--- src/rtl/axis_packet_fifo.sv ---
// Synchronous AXI4-Stream FIFO carrying the full sideband set.
// Cut-through by default; with PACKET_MODE=1 a packet is only presented once
// its tlast beat is stored, unless it is too large to fit (cut_through).
module axis_packet_fifo #(
  parameter int TDATA_BYTES = 4,
  parameter int TID_BITS    = 4,
  parameter int TDEST_BITS  = 4,
  parameter int TUSER_BITS  = 4,
  parameter int DEPTH       = 16,
  parameter int PACKET_MODE = 0
) (
  input  logic                      aclk,
  input  logic                      areset,
  input  logic                      s_axis_tvalid,
  output logic                      s_axis_tready,
  input  logic [8*TDATA_BYTES-1:0]  s_axis_tdata,
  input  logic [TDATA_BYTES-1:0]    s_axis_tstrb,
  input  logic [TDATA_BYTES-1:0]    s_axis_tkeep,
  input  logic                      s_axis_tlast,
  input  logic [TID_BITS-1:0]       s_axis_tid,
  input  logic [TDEST_BITS-1:0]     s_axis_tdest,
  input  logic [TUSER_BITS-1:0]     s_axis_tuser,
  output logic                      m_axis_tvalid,
  input  logic                      m_axis_tready,
  output logic [8*TDATA_BYTES-1:0]  m_axis_tdata,
  output logic [TDATA_BYTES-1:0]    m_axis_tstrb,
  output logic [TDATA_BYTES-1:0]    m_axis_tkeep,
  output logic                      m_axis_tlast,
  output logic [TID_BITS-1:0]       m_axis_tid,
  output logic [TDEST_BITS-1:0]     m_axis_tdest,
  output logic [TUSER_BITS-1:0]     m_axis_tuser,
  output logic [$clog2(DEPTH):0]    fill_level,
  output logic [$clog2(DEPTH):0]    pkt_count
);

  localparam int AW = $clog2(DEPTH);
  localparam int LW = AW + 1;

  // One stored beat: every field travels together so nothing can skew.
  typedef struct packed {
    logic [8*TDATA_BYTES-1:0] data;
    logic [TDATA_BYTES-1:0]   strb;
    logic [TDATA_BYTES-1:0]   keep;
    logic                     last;
    logic [TID_BITS-1:0]      id;
    logic [TDEST_BITS-1:0]    dest;
    logic [TUSER_BITS-1:0]    user;
  } beat_t;

  beat_t          mem_q [DEPTH];
  beat_t          head;
  logic [AW-1:0]  wr_ptr_q, rd_ptr_q;
  logic [LW-1:0]  level_q, level_d;
  logic [LW-1:0]  pkt_q, pkt_d;
  logic           cut_q, cut_d;
  logic           full, empty, release_ok, push, pop;

  assign full  = (level_q == LW'(DEPTH));
  assign empty = (level_q == '0);
  assign head  = mem_q[rd_ptr_q];

  // Store-and-forward gate: hold the head until a whole packet is stored,
  // or until an oversize packet forces cut-through to avoid deadlock.
  assign release_ok = (PACKET_MODE == 0) || (pkt_q != '0) || cut_q;

  assign s_axis_tready = !full && !areset;
  assign m_axis_tvalid = !empty && release_ok && !areset;
  assign push          = s_axis_tvalid && s_axis_tready;
  assign pop           = m_axis_tvalid && m_axis_tready;

  assign m_axis_tdata = head.data;
  assign m_axis_tstrb = head.strb;
  assign m_axis_tkeep = head.keep;
  assign m_axis_tlast = head.last;
  assign m_axis_tid   = head.id;
  assign m_axis_tdest = head.dest;
  assign m_axis_tuser = head.user;

  assign fill_level = level_q;
  assign pkt_count  = pkt_q;

  // Next-state for occupancy, packet count and the cut-through flag.
  always_comb begin
    // NOTE: every always_comb output gets a default first so no path leaves it unassigned (no latch).
    level_d = level_q + LW'(push) - LW'(pop);
    pkt_d   = pkt_q + LW'(push && s_axis_tlast)
                    - LW'(pop && head.last && (pkt_q != '0));
    cut_d   = cut_q;
    if (PACKET_MODE != 0) begin
      if (pop && head.last)
        cut_d = 1'b0;
      else if (full && (pkt_q == '0))
        cut_d = 1'b1;
    end
  end

  // Control state: pointers, counters and cut-through flag.
  always_ff @(posedge aclk) begin
    // NOTE: sequential state uses non-blocking assignments so all registers update from pre-edge values.
    if (areset) begin
      wr_ptr_q <= '0;
      rd_ptr_q <= '0;
      level_q  <= '0;
      pkt_q    <= '0;
      cut_q    <= 1'b0;
    end else begin
      if (push) wr_ptr_q <= wr_ptr_q + AW'(1);
      if (pop)  rd_ptr_q <= rd_ptr_q + AW'(1);
      level_q <= level_d;
      pkt_q   <= pkt_d;
      cut_q   <= cut_d;
    end
  end

  // Payload storage written on every accepted beat.
  always_ff @(posedge aclk) begin
    // NOTE: the storage array is deliberately not reset; contents are only visible while tvalid is high.
    if (push) begin
      mem_q[wr_ptr_q] <= '{data: s_axis_tdata, strb: s_axis_tstrb, keep: s_axis_tkeep,
                           last: s_axis_tlast, id: s_axis_tid, dest: s_axis_tdest,
                           user: s_axis_tuser};
    end
  end

endmodule
--- config.mk ---
export PLATFORM = sky130hd
export DESIGN_NAME = axis_packet_fifo
export DESIGN_NICKNAME = d
export VERILOG_FILES = /design/src/rtl/axis_packet_fifo.sv
export SDC_FILE = /design/constraint.sdc
export NUM_CORES = 1
export LEC_CHECK = 0
export CAP_MARGIN = 20
export CORE_MARGIN = 2
export CORE_UTILIZATION = 65
export DETAILED_ROUTE_END_ITERATION = 10
export GPL_TIMING_DRIVEN = 1
export PLACE_DENSITY_LB_ADDON = 0.08
export SLEW_MARGIN = 30
export SYNTH_ARGS = -nofsm -noshare
export SYNTH_HDL_FRONTEND = slang
export SYNTH_SLANG_ARGS = --single-unit
--- constraint.sdc ---
create_clock -name aclk -period 9.12 [get_ports aclk]
set_input_delay 1.824 -clock aclk [delete_from_list [all_inputs] [get_ports aclk]]
set_output_delay 1.824 -clock aclk [all_outputs]
set_load 0.02 [all_outputs]
==> flow_summary.ini <==
; synthesis and place-and-route metrics
[critical_path]
slowest_stage = clkdlybuf4s50_1
cp.arrival_ns = 3.56
max_stage_delay_ns = 0.85
r2r_cells = 13
critical_path_class = input pin to output pin
worst-path-buf-inv = 2
path_cells = clkdlybuf4s50_1 > nor2_1 > clkdlybuf4s50_1
crit_family = buffers and inverters

[final_layout]
nets = 1675
clkbuf_count = 102
seq_share = 0.6906
diodes = 0
comb.multi_input.count = 478
comb_share = 0.1776
flop_area_um2 = 25910
area_delta_synth_final_pct = 14.08
fin_cells = 2333
top_register = mem_q
largest_register_ffs = 848

[flow_run]
cap_violations = 0
warnings = 34

[power]
vdd_drop_max_uv = 196.3
p_leak_uw = 0.01164
p_per_area_nw_per_um2 = 240.6

[final_timing]
worstMarginPinSlew_ns = 0.9855
maxClockFrequency_ghz = 0.1858
period_needed_ns = 5.381
fin_ws_ns = 3.739

[cts]
cts_buffers = 82
clk_pin_slew_worst_paths_ns = 0.06
clock_sinks = 870
cts_tree = done
htree_levels = 3

[global_route]
groute.usage.overall = 0.2588
overflow = 0
grt_use_met1 = 0.3786
grt_pass1_wl_um = 99660
antenna_found_initial = 0

[floorplan]
die_w_um = 228.9
tap_cells = 672
fp-utilization = 0.6569

[synth]
aoi_share = 0.02659
yosysUniqueCellTypes = 35
yosys.area.top_type = edfxtp_1
top_logic_kind = multiplexers
yosysCellCount = 1441
synth_seq_share = 0.7876
ys_sh_simple = 0.01583
post-synth-top-count-cell = edfxtp_1
synth_top_area_share = 0.7743
ys_top_cells_by_count = edfxtp_1, mux4_2, a22oi_1, nand2_1, clkbuf_1
async_flop_share = 0
ys_ff = 870

[route]
via_count = 15220
drtIter0Drc = 1570
drt-total-wl_um = 65270

[worst_hold_path]
hp-class = flip-flop to flip-flop
worst_hold_path.num_cells = 2

[placed_design]
place_inst = 2186
place_ws_ns = 3.423

[outcome]
outcome = finished clean
-- worst min-delay path, cell delays in order (launching register included) --
cell and delay (ns):
dfxtp_1 0.33, xnor2_1 0.11, nor2_1 0.04
-- stage by stage --
step	instance area, µm²	hold slack, ns
final	37520	0.5258
after global routing	37520	0.5446
after CTS	37490	0.5290
after detailed placement	34960	0.5103
after global placement	34940	0.5113
after floorplan	32890	0.4883
-- placed cells by master, fill, tap and decap left out, drive strengths merged --
cell type and n:
edfxtp 848, mux4 212, clkdlybuf4s50 121, a22oi 104, clkbuf 102, nand2 59
clkinv 37, buf 30, nor2 26, dfxtp 22, inv 18, ha 17
nor2b 10, xnor2 7, a21oi 6, nor3 5, nand2b 4, bufinv 4
xor2 3, nor4b 2, nor3b 2, mux2i 2, a211oi 2, nor4bb 2
a21o 2, o21ai 2, nand3 2, fa 2, o41ai 1, and2 1
nand3b 1, o31ai 1, nand4 1, or3 1, o21bai 1, clkinvlp 1
-- layer usage --
layer | vias up | share of wire
met5 | - | 0
met2 | 658 | 0.49
met1 | 8048 | 0.41
met4 | 0 | 0.023
met3 | 108 | 0.078
li1 | 6401 | -
-- power breakdown --
group / switching, µW / internal (µW) / total [µW]
clock: 1380 / 1830 / 3210
combinational: 658 / 656 / 1310
sequential: 41.5 / 4460 / 4500
total: 2080 / 6950 / 9030
-- final timing paths --
path | from | endpoint | slack, ns
worst min-delay path | rd_ptr_q[3]$_SDFFE_PP0N_ | rd_ptr_q[3]$_SDFFE_PP0N_ | 0.53
worst max register to register | flip-flop | pkt_count[4]$_SDFF_PP0_ | 5.51
worst max-delay path | areset | s_axis_tready | 3.74
worst min register to register | rd_ptr_q[3]$_SDFFE_PP0N_ | rd_ptr_q[3]$_SDFFE_PP0N_ | 0.53
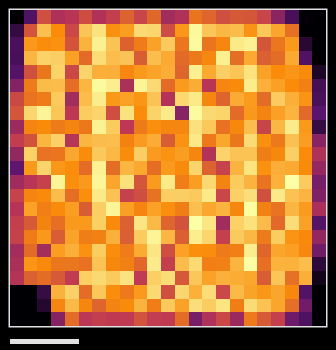
Fig. 1. Cell density map.
The bar under the picture is 50 µm long. 23 x 23 tiles, from black (low) to pale yellow (high), 0 to 100% covered.
nearly empty tiles: 3.2%
mean over tiles: 70%
tiles over 75% full: 51%
fullest tile: 100%
Core Area: 50070 µm²
Final Util: 0.7494

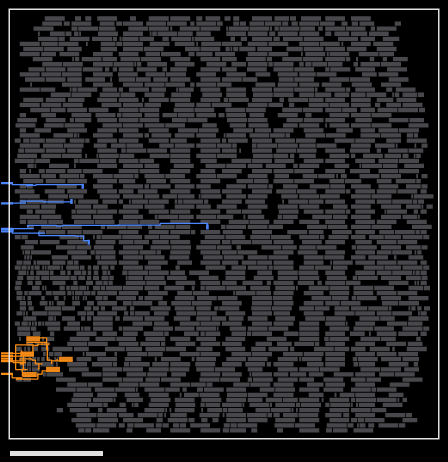
Fig. 2. Port wiring.
The bar under the picture is 50 µm long.
| color | port | bits | direction | edge | end cells | buffers | wire |
|---|---|---|---|---|---|---|---|
| blue | m_axis_tuser | 4 | output | west | 4 | 4 | 245 µm |
| orange | pkt_count | 5 | output | west | 5 | 5 | 207 µm |
Buffers on Ports: 121
Ports: 122

Power is estimated from default activity; no workload was simulated.
